==> run_1/final_placement.png <==
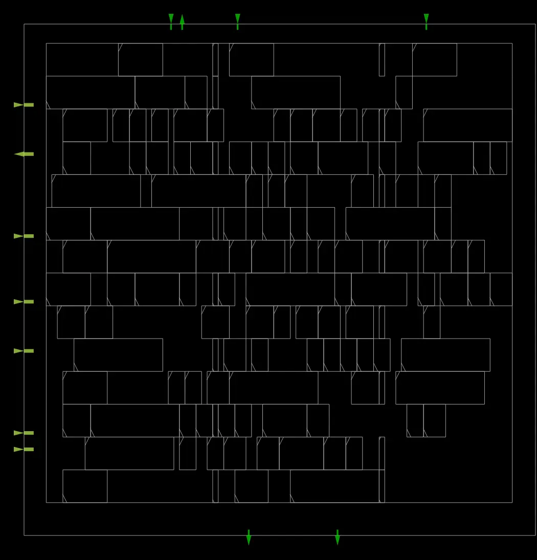
==> run_1/registers.png <==
Other sequential cells in the stronger grey, the rest of the logic in the fainter grey.
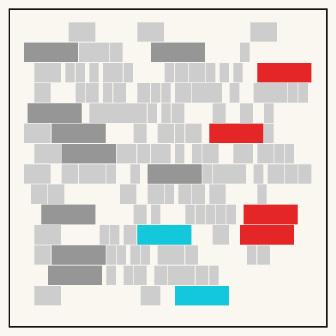
==> run_1/port_nets.png <==
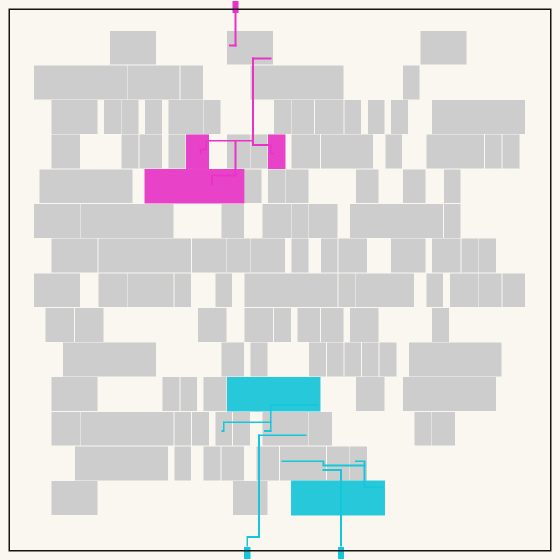
==> src/rtl/z80_wait_state_controller.sv <==
// z80_wait_state_controller: generates Z80 /WAIT for the MSX bus.
// Each bus cycle (M1 fetch, memory, I/O, interrupt acknowledge) is stretched
// by a per-type number of wait states, and the cartridge-slot /WAIT is
// wire-ANDed into the output.
module z80_wait_state_controller #(
    parameter int unsigned M1_WAITS   = 1,
    parameter int unsigned MEM_WAITS  = 0,
    parameter int unsigned IO_WAITS   = 1,
    parameter int unsigned INTA_WAITS = 2
) (
    input  logic       clk,
    input  logic       rst_n,
    input  logic       m1_n,
    input  logic       mreq_n,
    input  logic       iorq_n,
    input  logic       rd_n,
    input  logic       wr_n,
    input  logic       wait_en,
    input  logic       ext_wait_n,
    output logic       wait_n,
    output logic       busy,
    output logic [1:0] cycle_type
);

    localparam int unsigned CNT_W  = 4;
    localparam int unsigned TYPE_W = 2;

    localparam logic [TYPE_W-1:0] CT_M1   = TYPE_W'(0);
    localparam logic [TYPE_W-1:0] CT_MEM  = TYPE_W'(1);
    localparam logic [TYPE_W-1:0] CT_IO   = TYPE_W'(2);
    localparam logic [TYPE_W-1:0] CT_INTA = TYPE_W'(3);

    typedef enum logic [1:0] {
        ST_IDLE = 2'd0,
        ST_WAIT = 2'd1,
        ST_HOLD = 2'd2
    } state_t;

    state_t              state_q;
    logic [CNT_W-1:0]    cnt_q;
    logic                s_m1_n_q;
    logic                s_mreq_n_q;
    logic                s_iorq_n_q;
    logic                s_rd_n_q;
    logic                s_wr_n_q;
    logic                int_wait_n_q;
    logic                busy_q;
    logic [TYPE_W-1:0]   cycle_type_q;

    logic                cls_hit;
    logic [TYPE_W-1:0]   cls_type;
    logic [CNT_W-1:0]    cls_n;

    // Classify the sampled strobes into a bus-cycle type (priority ordered).
    always_comb begin
        cls_hit  = 1'b0;
        cls_type = CT_M1;
        cls_n    = '0;
        if (!s_mreq_n_q && !s_m1_n_q) begin
            cls_hit  = 1'b1;
            cls_type = CT_M1;
            cls_n    = CNT_W'(M1_WAITS);
        end else if (!s_iorq_n_q && !s_m1_n_q) begin
            cls_hit  = 1'b1;
            cls_type = CT_INTA;
            cls_n    = CNT_W'(INTA_WAITS);
        end else if (!s_mreq_n_q && (!s_rd_n_q || !s_wr_n_q)) begin
            cls_hit  = 1'b1;
            cls_type = CT_MEM;
            cls_n    = CNT_W'(MEM_WAITS);
        end else if (!s_iorq_n_q && (!s_rd_n_q || !s_wr_n_q)) begin
            cls_hit  = 1'b1;
            cls_type = CT_IO;
            cls_n    = CNT_W'(IO_WAITS);
        end
    end

    // Strobe sampling plus IDLE/WAIT/HOLD sequencer with registered outputs.
    always_ff @(posedge clk) begin
        if (!rst_n) begin
            state_q      <= ST_IDLE;
            cnt_q        <= '0;
            s_m1_n_q     <= 1'b1;
            s_mreq_n_q   <= 1'b1;
            s_iorq_n_q   <= 1'b1;
            s_rd_n_q     <= 1'b1;
            s_wr_n_q     <= 1'b1;
            int_wait_n_q <= 1'b1;
            busy_q       <= 1'b0;
            cycle_type_q <= CT_M1;
        end else begin
            s_m1_n_q   <= m1_n;
            s_mreq_n_q <= mreq_n;
            s_iorq_n_q <= iorq_n;
            s_rd_n_q   <= rd_n;
            s_wr_n_q   <= wr_n;
            case (state_q)
                ST_IDLE: begin
                    if (cls_hit) begin
                        cycle_type_q <= cls_type;
                        if ((cls_n != '0) && wait_en) begin
                            state_q      <= ST_WAIT;
                            cnt_q        <= cls_n;
                            int_wait_n_q <= 1'b0;
                            busy_q       <= 1'b1;
                        end else begin
                            state_q <= ST_HOLD;
                        end
                    end
                end
                ST_WAIT: begin
                    // Leaving at cnt = 1 keeps the counter from ever wrapping.
                    if ((cnt_q == CNT_W'(1)) || !wait_en) begin
                        state_q      <= ST_HOLD;
                        int_wait_n_q <= 1'b1;
                        busy_q       <= 1'b0;
                    end else begin
                        cnt_q <= cnt_q - CNT_W'(1);
                    end
                end
                ST_HOLD: begin
                    // Wait for the bus cycle to end so it cannot retrigger.
                    if (s_mreq_n_q && s_iorq_n_q) begin
                        state_q <= ST_IDLE;
                    end
                end
                default: begin
                    state_q      <= ST_IDLE;
                    int_wait_n_q <= 1'b1;
                    busy_q       <= 1'b0;
                end
            endcase
        end
    end

    // Cartridge /WAIT is wire-ANDed with the registered internal wait.
    assign wait_n     = int_wait_n_q & ext_wait_n;
    assign busy       = busy_q;
    assign cycle_type = cycle_type_q;

endmodule

==> config.mk <==
export PLATFORM = sky130hd
export DESIGN_NAME = z80_wait_state_controller
export DESIGN_NICKNAME = d
export VERILOG_FILES = /design/src/rtl/z80_wait_state_controller.sv
export SDC_FILE = /design/constraint.sdc
export NUM_CORES = 1
export LEC_CHECK = 0
export ABC_AREA = 1
export CAP_MARGIN = 20
export CORE_MARGIN = 1.5
export CORE_UTILIZATION = 49
export DETAILED_ROUTE_END_ITERATION = 16
export GPL_TIMING_DRIVEN = 0
export PLACE_DENSITY_LB_ADDON = 0.08
export SLEW_MARGIN = 10
export SYNTH_ARGS = -nofsm -noshare
export SYNTH_HDL_FRONTEND = slang
export SYNTH_SLANG_ARGS = --single-unit
==> constraint.sdc <==
create_clock -name clk -period 1.38 [get_ports clk]
set_input_delay 0.207 -clock clk [delete_from_list [all_inputs] [get_ports clk]]
set_output_delay 0.207 -clock clk [all_outputs]
set_load 0.05 [all_outputs]
==> impl_metrics.py, run 1 <==
# Synthesis and PnR figures
metrics = {
    "synthesis": {
        "synthMuxAreaShare_pct": 0,
        "simple_gate_share_pct": 41.9,
        "xor_area_share_pct": 0,
        "ys_types": 19,
        "synth-async-reset-ratio_pct": 0,
        "ys_ff": 15,
    },
    "cells_and_area": {
        "logic_gates": 77,
        "area_delta_synth_final_pct": 22.0,
        "n_all_buffers": 12,
        "nonClkBufAreaFrac_pct": 13.1,
    },
    "power": {
        "vdd_drop_max_uv": 721,
        "seqPwrFrac_pct": 51.1,
        "p_per_area_mw_per_mm2": 1030,
        "top_power_group": "sequential cells",
        "comb_power_share_pct": 23.0,
        "switchingPower_mw": 0.295,
    },
    "sta": {
        "finalHoldWorstSlack_ps": 451,
        "worst_slack_ps": 53.1,
        "fin_crit_ps": 1330,
        "worstMarginPinSlew_ps": 492,
    },
    "placement": {
        "dp_slack_ps": -374,
        "placed_cell_area_um2": 901,
    },
    "worst_setup_path": {
        "startpoint": "cycle_type[0]$_SDFFE_PN0P_",
        "worstSetupPathType": "register to output port",
        "critPathLaunchType": "register",
        "crit_arrival_ps": 1120,
        "worst-path-buf-inv": 1,
        "path_cells": "clkdlybuf4s15_1",
        "rr_startpoint": "state_q[1]$_SDFFE_PN0P_",
    },
    "route": {
        "dr_wl_met2_um": 717,
        "drt_wl_total_um": 1500,
        "via_per_inst": 5.04,
        "drtAntennaViolNets": 0,
        "drt-initial-drc-count": 22,
    },
    "die": {
        "die-area_mm2": 0.00180,
        "num_rows": 14,
        "initial_utilization_pct": 51.7,
    },
    "clock_network": {
        "clk_path_buf_depth": 2,
        "root_buffer": "clkbuf_4",
    },
    "global_route": {
        "grt_use_met2_pct": 31.7,
        "gr-usage-met1_pct": 22.0,
        "grt_pass1_wl_um": 2570,
    },
    "worst_hold_path": {
        "hold_class": "register to register",
    },
    "run_status": {
        "outcome": "finished, final reports clean",
    },
}
## Picture notes: final_placement.png
# fillers: 149
Non-Filler Instances: 137

## Picture notes: registers.png
| colour | signal | flops |
|---|---|---|
| cyan | `cycle_type` | 2 |
| red | `cnt_q` | 4 |
not coloured: 9
Seq area share: 32.3%
Seq group: 0.488 mW
fin util: 63.1%

## Picture notes: port_nets.png
| colour | port | direction | edge | end cells | wire |
|---|---|---|---|---|---|
| cyan | `cycle_type` | output | south | 2 | 42.2 um |
| magenta | `wait_en` | input | north | 3 | 24.2 um |
PortBufs: 12
I/O pin total: 13

--- run 2 (diff from run 1) ---
- CTS_BUF_LIST: not set -> sky130_fd_sc_hd__clkbuf_4 sky130_fd_sc_hd__clkbuf_8 sky130_fd_sc_hd__clkbuf_16
==> run_2/met3.png <==
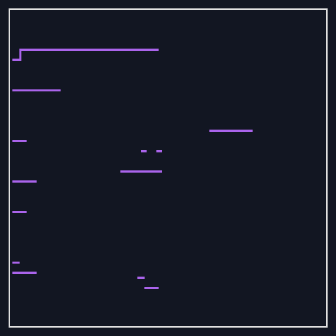
wire length on this layer: 50.1 um
longest straight run: 18.4 um
share of all routed wire: 3.4%
M3 GR Usage: 3.02%
routed wire length: 1490 um
vias after detailed routing: 690

==> impl_metrics.py, run 2 <==
# Synthesis and PnR figures
metrics = {
    "die": {
        "num_rows": 14,
        "die-area_mm2": 0.00180,
        "initial_utilization_pct": 51.7,
    },
    "placement": {
        "portBuffers": 12,
    },
    "synthesis": {
        "synthMuxAreaShare_pct": 0,
        "xor_area_share_pct": 0,
        "synth-async-reset-ratio_pct": 0,
        "simple_gate_share_pct": 41.9,
        "ys_ff": 15,
    },
    "cells_and_area": {
        "n_all_buffers": 12,
        "logic_gates": 77,
        "nonClkBufAreaFrac_pct": 13.0,
    },
    "worst_setup_path": {
        "rr_startpoint": "cnt_q[1]$_SDFFE_PN0P_",
        "worst-path-buf-inv": 1,
        "critPathLaunchType": "register",
        "worstSetupPathType": "register to output port",
        "startpoint": "cycle_type[0]$_SDFFE_PN0P_",
    },
    "power": {
        "comb_power_share_pct": 22.5,
        "top_power_group": "sequential cells",
        "seqPwrFrac_pct": 50.0,
    },
    "route": {
        "drtAntennaViolNets": 0,
        "dr_wl_met2_um": 724,
        "drt-initial-drc-count": 14,
    },
    "sta": {
        "worstMarginPinSlew_ps": 493,
        "worst_slack_ps": 47.8,
    },
    "global_route": {
        "grt_pass1_wl_um": 2620,
    },
    "worst_hold_path": {
        "hold_class": "register to register",
    },
    "run_status": {
        "outcome": "finished, final reports clean",
    },
}
--- run 3 (diff from run 2) ---
- SETUP_SLACK_MARGIN: not set -> 0.02
==> run_3/registers.png <==
Other sequential cells in the stronger grey, the rest of the logic in the fainter grey.
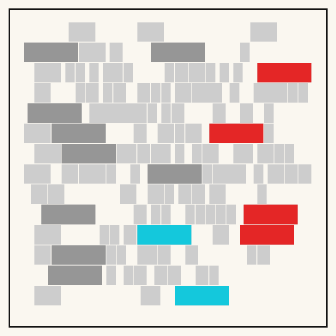
| colour | signal | flops |
|---|---|---|
| cyan | `cycle_type` | 2 |
| red | `cnt_q` | 4 |
fin util: 62.6%
Seq area share: 32.6%

==> impl_metrics.py, run 3 <==
# Synthesis and PnR figures
metrics = {
    "route": {
        "drtAntennaViolNets": 0,
        "dr_total_vias": 690,
        "drt_wl_total_um": 1490,
        "drt-initial-drc-count": 20,
        "dr_wl_met2_um": 725,
    },
    "sta": {
        "finalSetupViolCount": 0,
        "worstMarginPinSlew_ps": 482,
        "worst_slack_ps": 59.4,
    },
    "cells_and_area": {
        "layout.nets": 133,
        "n_all_inverters": 13,
        "comb_share_pct": 44.7,
        "fin_cells": 137,
        "n_all_buffers": 12,
        "logic_gates": 77,
        "nonClkBufAreaFrac_pct": 12.0,
    },
    "run_status": {
        "outcome": "finished, final reports clean",
    },
    "power": {
        "p_clk_mw": 0.268,
        "top_power_group": "sequential cells",
        "p_clk_share_pct": 27.5,
        "comb_power_share_pct": 22.3,
    },
    "die": {
        "num_rows": 14,
        "initial_utilization_pct": 51.7,
        "core-area_mm2": 0.00147,
        "die-area_mm2": 0.00180,
    },
    "synthesis": {
        "ys_types": 19,
        "synth.avg_cell_area_um2": 7.25,
        "simple_gate_share_pct": 41.9,
        "synthAoiAreaFrac_pct": 8.88,
        "synth-async-reset-ratio_pct": 0,
        "synthMuxAreaShare_pct": 0,
        "xor_area_share_pct": 0,
        "ys_ff": 15,
    },
    "global_route": {
        "use_met3_pct": 3.02,
        "grt_pass1_wl_um": 2620,
    },
    "placement": {
        "portBuffers": 12,
    },
    "worst_hold_path": {
        "hold_class": "register to register",
    },
    "worst_setup_path": {
        "worst-path-buf-inv": 1,
        "worstSetupPathType": "register to output port",
        "path_cells": "clkdlybuf4s15_1",
        "critPathLaunchType": "register",
        "rr_startpoint": "cnt_q[1]$_SDFFE_PN0P_",
        "startpoint": "busy$_SDFFE_PN0P_",
    },
}
Power is estimated from default activity; no workload was simulated.
